m2.png
The bar under the picture is 20 µm long.
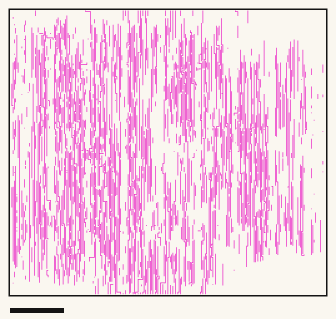
m3.png
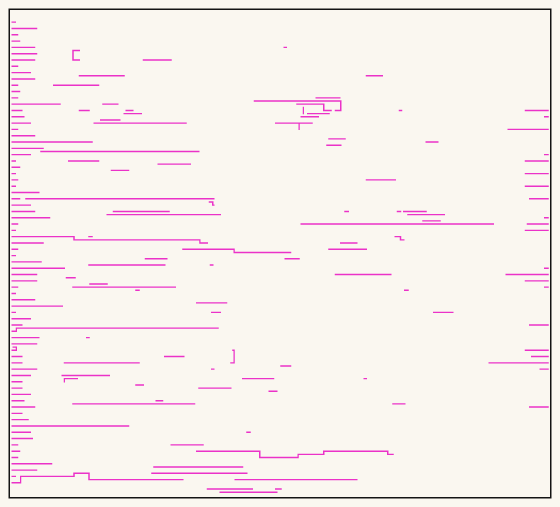
===== src/rtl/rv_encode_instr.sv =====
// rv_encode_instr: sequential RV32I instruction encoder.
// Packs decoded fields into 32-bit instruction words behind a valid/ready
// handshake. Illegal requests are consumed without producing a word; each
// drop is flagged, classified and counted. Every emitted word carries its
// load address, which advances by 4 only on legal words.
module rv_encode_instr #(
    parameter logic [31:0] BASE_ADDR = 32'h0000_0000,
    parameter int          ERR_CNT_W = 8
) (
    input  logic                 clk_i,
    input  logic                 rst_ni,
    input  logic                 req_valid_i,
    output logic                 req_ready,
    input  logic [6:0]           opcode_i,
    input  logic [4:0]           rd_i,
    input  logic [4:0]           rs1_i,
    input  logic [4:0]           rs2_i,
    input  logic [2:0]           funct3_i,
    input  logic [6:0]           funct7_i,
    input  logic [31:0]          imm_i,
    output logic                 instr_valid,
    input  logic                 instr_ready_i,
    output logic [31:0]          instr,
    output logic [31:0]          addr,
    output logic                 err,
    output logic [1:0]           err_code,
    output logic [ERR_CNT_W-1:0] err_cnt
);

    // Opcode values that select each instruction format.
    localparam logic [6:0] OP_R = 7'h33;
    localparam logic [6:0] OP_I = 7'h13;
    localparam logic [6:0] OP_S = 7'h23;
    localparam logic [6:0] OP_B = 7'h63;
    localparam logic [6:0] OP_U = 7'h37;
    localparam logic [6:0] OP_J = 7'h6F;

    localparam logic [ERR_CNT_W-1:0] CNT_ONE = 1;

    typedef enum logic [2:0] {
        FMT_R,
        FMT_I,
        FMT_S,
        FMT_B,
        FMT_U,
        FMT_J,
        FMT_NONE
    } fmt_e;

    typedef enum logic [1:0] {
        ERR_NONE   = 2'd0,
        ERR_OPCODE = 2'd1,
        ERR_RANGE  = 2'd2,
        ERR_ALIGN  = 2'd3
    } err_e;

    fmt_e        fmt;
    err_e        chk;
    logic [31:0] enc;
    logic [31:0] next_addr;
    logic        accept;
    logic        beat_done;
    logic        fits_12;
    logic        fits_13;
    logic        fits_21;

    assign req_ready = !instr_valid || instr_ready_i;
    assign accept    = req_valid_i && req_ready;
    assign beat_done = instr_valid && instr_ready_i;

    // Signed-range checks: a value fits in N bits when every bit from N-1
    // upward is a copy of the sign bit. B/J evenness is checked separately,
    // so the top of each range (4094, 1048574) falls out naturally.
    assign fits_12 = (imm_i[31:11] == '0) || (imm_i[31:11] == '1);
    assign fits_13 = (imm_i[31:12] == '0) || (imm_i[31:12] == '1);
    assign fits_21 = (imm_i[31:20] == '0) || (imm_i[31:20] == '1);

    // Map the opcode onto its instruction format.
    always_comb begin
        // NOTE: every combinational output gets a default first so that no
        // path through the block leaves it unassigned and infers a latch.
        fmt = FMT_NONE;
        unique case (opcode_i)
            OP_R:    fmt = FMT_R;
            OP_I:    fmt = FMT_I;
            OP_S:    fmt = FMT_S;
            OP_B:    fmt = FMT_B;
            OP_U:    fmt = FMT_U;
            OP_J:    fmt = FMT_J;
            default: fmt = FMT_NONE;
        endcase
    end

    // Legality checks in priority order: opcode, alignment, then range.
    always_comb begin
        chk = ERR_NONE;
        if (fmt == FMT_NONE) begin
            chk = ERR_OPCODE;
        end else if (((fmt == FMT_B || fmt == FMT_J) && imm_i[0]) ||
                     (fmt == FMT_U && imm_i[11:0] != 12'h000)) begin
            chk = ERR_ALIGN;
        end else if (((fmt == FMT_I || fmt == FMT_S) && !fits_12) ||
                     (fmt == FMT_B && !fits_13) ||
                     (fmt == FMT_J && !fits_21)) begin
            chk = ERR_RANGE;
        end
    end

    // Pack the fields according to the selected format.
    always_comb begin
        enc = 32'h0;
        case (fmt)
            FMT_R: enc = {funct7_i, rs2_i, rs1_i, funct3_i, rd_i, opcode_i};
            FMT_I: enc = {imm_i[11:0], rs1_i, funct3_i, rd_i, opcode_i};
            FMT_S: enc = {imm_i[11:5], rs2_i, rs1_i, funct3_i, imm_i[4:0], opcode_i};
            FMT_B: enc = {imm_i[12], imm_i[10:5], rs2_i, rs1_i, funct3_i,
                          imm_i[4:1], imm_i[11], opcode_i};
            FMT_U: enc = {imm_i[31:12], rd_i, opcode_i};
            FMT_J: enc = {imm_i[20], imm_i[10:1], imm_i[11], imm_i[19:12],
                          rd_i, opcode_i};
            default: enc = 32'h0;
        endcase
    end

    // Output word, address tagging and error reporting registers.
    always_ff @(posedge clk_i or negedge rst_ni) begin
        // NOTE: every register here is small control/data state, so all of it
        // is reset; a pending word is discarded immediately on reset.
        if (!rst_ni) begin
            instr_valid <= 1'b0;
            instr       <= 32'h0;
            addr        <= BASE_ADDR;
            next_addr   <= BASE_ADDR;
            err         <= 1'b0;
            err_code    <= ERR_NONE;
            err_cnt     <= '0;
        end else begin
            // NOTE: non-blocking assignments keep every register update in
            // this block based on pre-edge values, independent of order.
            err <= 1'b0;
            if (accept && chk == ERR_NONE) begin
                instr_valid <= 1'b1;
                instr       <= enc;
                addr        <= next_addr;
                next_addr   <= next_addr + 32'd4;
            end else begin
                if (accept) begin
                    err      <= 1'b1;
                    err_code <= chk;
                    if (err_cnt != '1) begin
                        err_cnt <= err_cnt + CNT_ONE;
                    end
                end
                // An accepted illegal request implies req_ready, so the
                // current word (if any) is completing and valid drops.
                if (beat_done) begin
                    instr_valid <= 1'b0;
                end
            end
        end
    end

endmodule


===== config.mk =====
export PLATFORM = sky130hd
export DESIGN_NAME = rv_encode_instr
export DESIGN_NICKNAME = d
export VERILOG_FILES = /design/src/rtl/rv_encode_instr.sv
export SDC_FILE = /design/constraint.sdc
export NUM_CORES = 1
export LEC_CHECK = 0
export CAP_MARGIN = 20
export CORE_ASPECT_RATIO = 0.9
export CORE_UTILIZATION = 43
export DETAILED_ROUTE_END_ITERATION = 10
export PLACE_DENSITY = 0.76
export SETUP_SLACK_MARGIN = 0.1
export SLEW_MARGIN = 25
export SYNTH_ARGS = -nofsm -noshare
export SYNTH_HDL_FRONTEND = slang
export SYNTH_SLANG_ARGS = --single-unit

===== constraint.sdc =====
create_clock -name clk_i -period 1.6 [get_ports clk_i]
set_input_delay 0.32 -clock clk_i [delete_from_list [all_inputs] [get_ports clk_i]]
set_output_delay 0.32 -clock clk_i [all_outputs]
set_load 0.01 [all_outputs]

==> impl_metrics.py <==
# Synthesis and PnR figures
metrics = {
    "cts": {
        "cts_tree": "built",
        "cts_resized": 201,
        "cts_hold_buffers": 1,
        "cts_buffer_depth": 2,
        "post-cts-setup-buffers": 19,
        "clk_pin_slew_ps": 80,
        "cts_made_buffers": 9,
        "cts_sinks": 104,
        "clock_latency_ps": 350,
        "clock-root-buffer": "clkbuf_16",
    },
    "critical_path": {
        "cp.depth": 12,
        "critPathLaunch": "imm_i[29]",
        "reg2reg_depth": 8,
        "path_buffers": 7,
        "rrSetupSlack_ps": -260,
        "cp.arrival_ps": 2840,
        "slowest_stage": "clkdlybuf4s50_1",
        "end_kind": "flop",
        "crit_path_max_incr_delay_ps": 460,
        "r2r_start": "instr_valid",
        "cpLargestDelayFamily": "buffers and inverters",
        "rr_endpoint": "instr[13]",
        "critPathCapture": "instr[13]",
        "crit_type": "primary input to flop",
        "cp_max_fo": 7,
        "crit_chain": "clkdlybuf4s50_1 > buf_4 > nor4_4 > nand3_2 > buf_4 > a31oi_4 > nand4_4 > buf_6 > buf_12 > buf_12 > clkbuf_16 > o31ai_1",
        "critPathLaunchType": "primary input",
        "critPathRequiredTime_ps": 1860,
    },
    "sta": {
        "worst_clock_skew_ps": 11.8,
        "layout_setup_ws_ps": -984,
        "hold_violations": 0,
        "fin_setup_tns_ps": -94120,
        "tightestPinTransition_ps": 630,
        "fin_crit_ps": 2580,
        "rsz0062_at_grt": "true",
        "whs_ps": 275,
        "slew_headroom_pct": 58.0,
        "finalClockPeriodUsage_pct": 162,
        "setup_viol": 104,
        "max_freq_mhz": 387,
        "maxSlewViolCount": 0,
    },
    "routing": {
        "drt_iter0_markers": 317,
        "drt-met1-wl_um": 7090,
        "maxUsedRoutingLayer": "met4",
        "met2_length_um": 9480,
        "avgRoutedWirePerCell_um": 20.1,
        "viasPerCell": 5.59,
        "dr.pass1.iters": 6,
        "dr_wl_met3_um": 1170,
        "final_antenna_net_count": 0,
        "drcViolationCount": 0,
    },
    "status": {
        "violations": "setup timing",
        "status": "complete, but fails checks",
    },
    "floorplan": {
        "die-width_um": 116,
        "die-area_um2": 12200,
        "num_tap_cells": 156,
        "die_h_um": 105,
        "initCoreUtil_pct": 44.3,
        "core_um2": 11400,
        "row_count": 37,
    },
    "layout": {
        "flops": 104,
        "nets": 813,
        "stdcell_area_um2": 8890,
        "largestClassByArea": "multi-input combinational cells",
        "layout.cells.most_common": "buf_4",
        "inverters": 5,
        "comb_share_pct": 33.8,
        "n_all_buffers": 291,
        "seq_share_pct": 29.3,
        "drive_above_1_share_pct": 41.1,
        "combGateArea_um2": 3000,
        "finalNonFillerCells": 903,
        "regArea_um2": 2600,
        "lay_top_cells": "buf_4, dfrtp_1, dlygate4sd2_1",
        "clk_share_pct": 3.31,
        "logic_gates": 331,
        "antenna_cells": 0,
        "areaGrowthSynthToFinish_pct": 75.5,
        "postLayoutCoreUtil_pct": 77.7,
        "final-nonclk-buf-share_pct": 31.2,
        "fill_cells": 706,
        "n_clock_buffer": 13,
    },
    "power_and_ir_drop": {
        "p_switching_mw": 1.78,
        "pwr-share-comb_pct": 22.5,
        "netSwitchingFraction_pct": 27.1,
        "power_leader": "sequential cells",
        "pwr-share-seq_pct": 44.6,
        "pg_comb_mw": 1.48,
        "powerSeq_mw": 2.94,
        "power_mw": 6.58,
        "clock_power_share_pct": 32.9,
        "power_per_cell_area_nw_per_um2": 740,
        "p_int_mw": 4.79,
        "ir_worst_vdd_mv": 0.559,
        "pg_clk_mw": 2.16,
    },
    "global_routing": {
        "grt_pass1_vias": 5386,
        "use_met1_pct": 35.8,
        "grt.total_usage_pct": 29.6,
        "antenna_found_initial": 0,
        "grt.busiest_layer": "met2",
        "grt_max_degree": 36,
        "gr-total-overflow": 0,
        "grt_pass1_wl_um": 27500,
    },
    "logic_synthesis": {
        "mux_area_share_pct": 8.47,
        "synth_seq_share_pct": 51.4,
        "simple_gate_share_pct": 19.0,
        "synth-edff-count": 0,
        "synth_area_per_cell_um2": 10.9,
        "syn_inst": 463,
        "topCombFamilyByArea": "simple AND/OR/NAND/NOR gates",
        "async_flop_share_pct": 100,
        "ys_area_um2": 5060,
        "ys_sh_aoi_pct": 10.5,
        "synth.distinct_cells": 55,
        "ys.flops": 104,
        "synthesis.area_um2": 5060,
        "fa_ha_area_share_pct": 0.741,
        "ys_warn_count": 0,
        "synthXorXnorAreaFrac_pct": 6.23,
        "ys_cells": 463,
    },
    "run": {
        "warnings": 29,
        "drv_cap": 0,
    },
    "place": {
        "port_buffers": 142,
        "pre_cts_ws_ps": -1730,
        "place_area_um2": 7580,
        "place_inst": 849,
        "dp_hpwl_um": 11600,
        "place.gp.congestion": 0.915,
    },
    "worst_hold_path": {
        "hold_path_class": "primary input to flop",
        "min_delay_path_depth": 3,
        "hp-start": "opcode_i[4]",
        "min_to": "instr[4]",
    },
}
-- m2.png (at the start) --
nets with wire on the layer: 759
wire length on this layer: 9480 µm
main direction: vertical
longest straight run: 56.6 µm
share of all routed wire: 52%
met2 usage: 50.5%
final WL: 18200 µm
detailed-route via count: 5044

-- m3.png (at the start) --
nets with wire on the layer: 151
longest straight run: 43.5 µm
share of all routed wire: 6.4%
main direction: horizontal
wire length on this layer: 1170 µm
met3 global-route usage: 6.38%

state kept, by name, indices dropped and copies added (netlist names):
signal,cells
addr,30
err,1
err_cnt,8
err_code,2
instr,32
instr_valid,1
next_addr,30
Yosys cell counts, types with 10 or more instances:
master | instances | share of area (%)
nor4_1 | 16 | 2.0
nor2_1 | 18 | 1.3
a222oi_1 | 11 | 2.2
dfrtp_1 | 104 | 51
o21ai_0 | 17 | 1.7
xor2_1 | 26 | 4.5
nor3_1 | 15 | 1.5
o31ai_1 | 20 | 3.0
mux2_2 | 31 | 6.9
nand4_1 | 16 | 2.0
xnor2_1 | 10 | 1.7
nand2_1 | 61 | 4.5
nand3_1 | 17 | 1.7
buf_4 | 12 | 1.8
Power figures rest on the tool's default switching activity, not on a simulated workload.
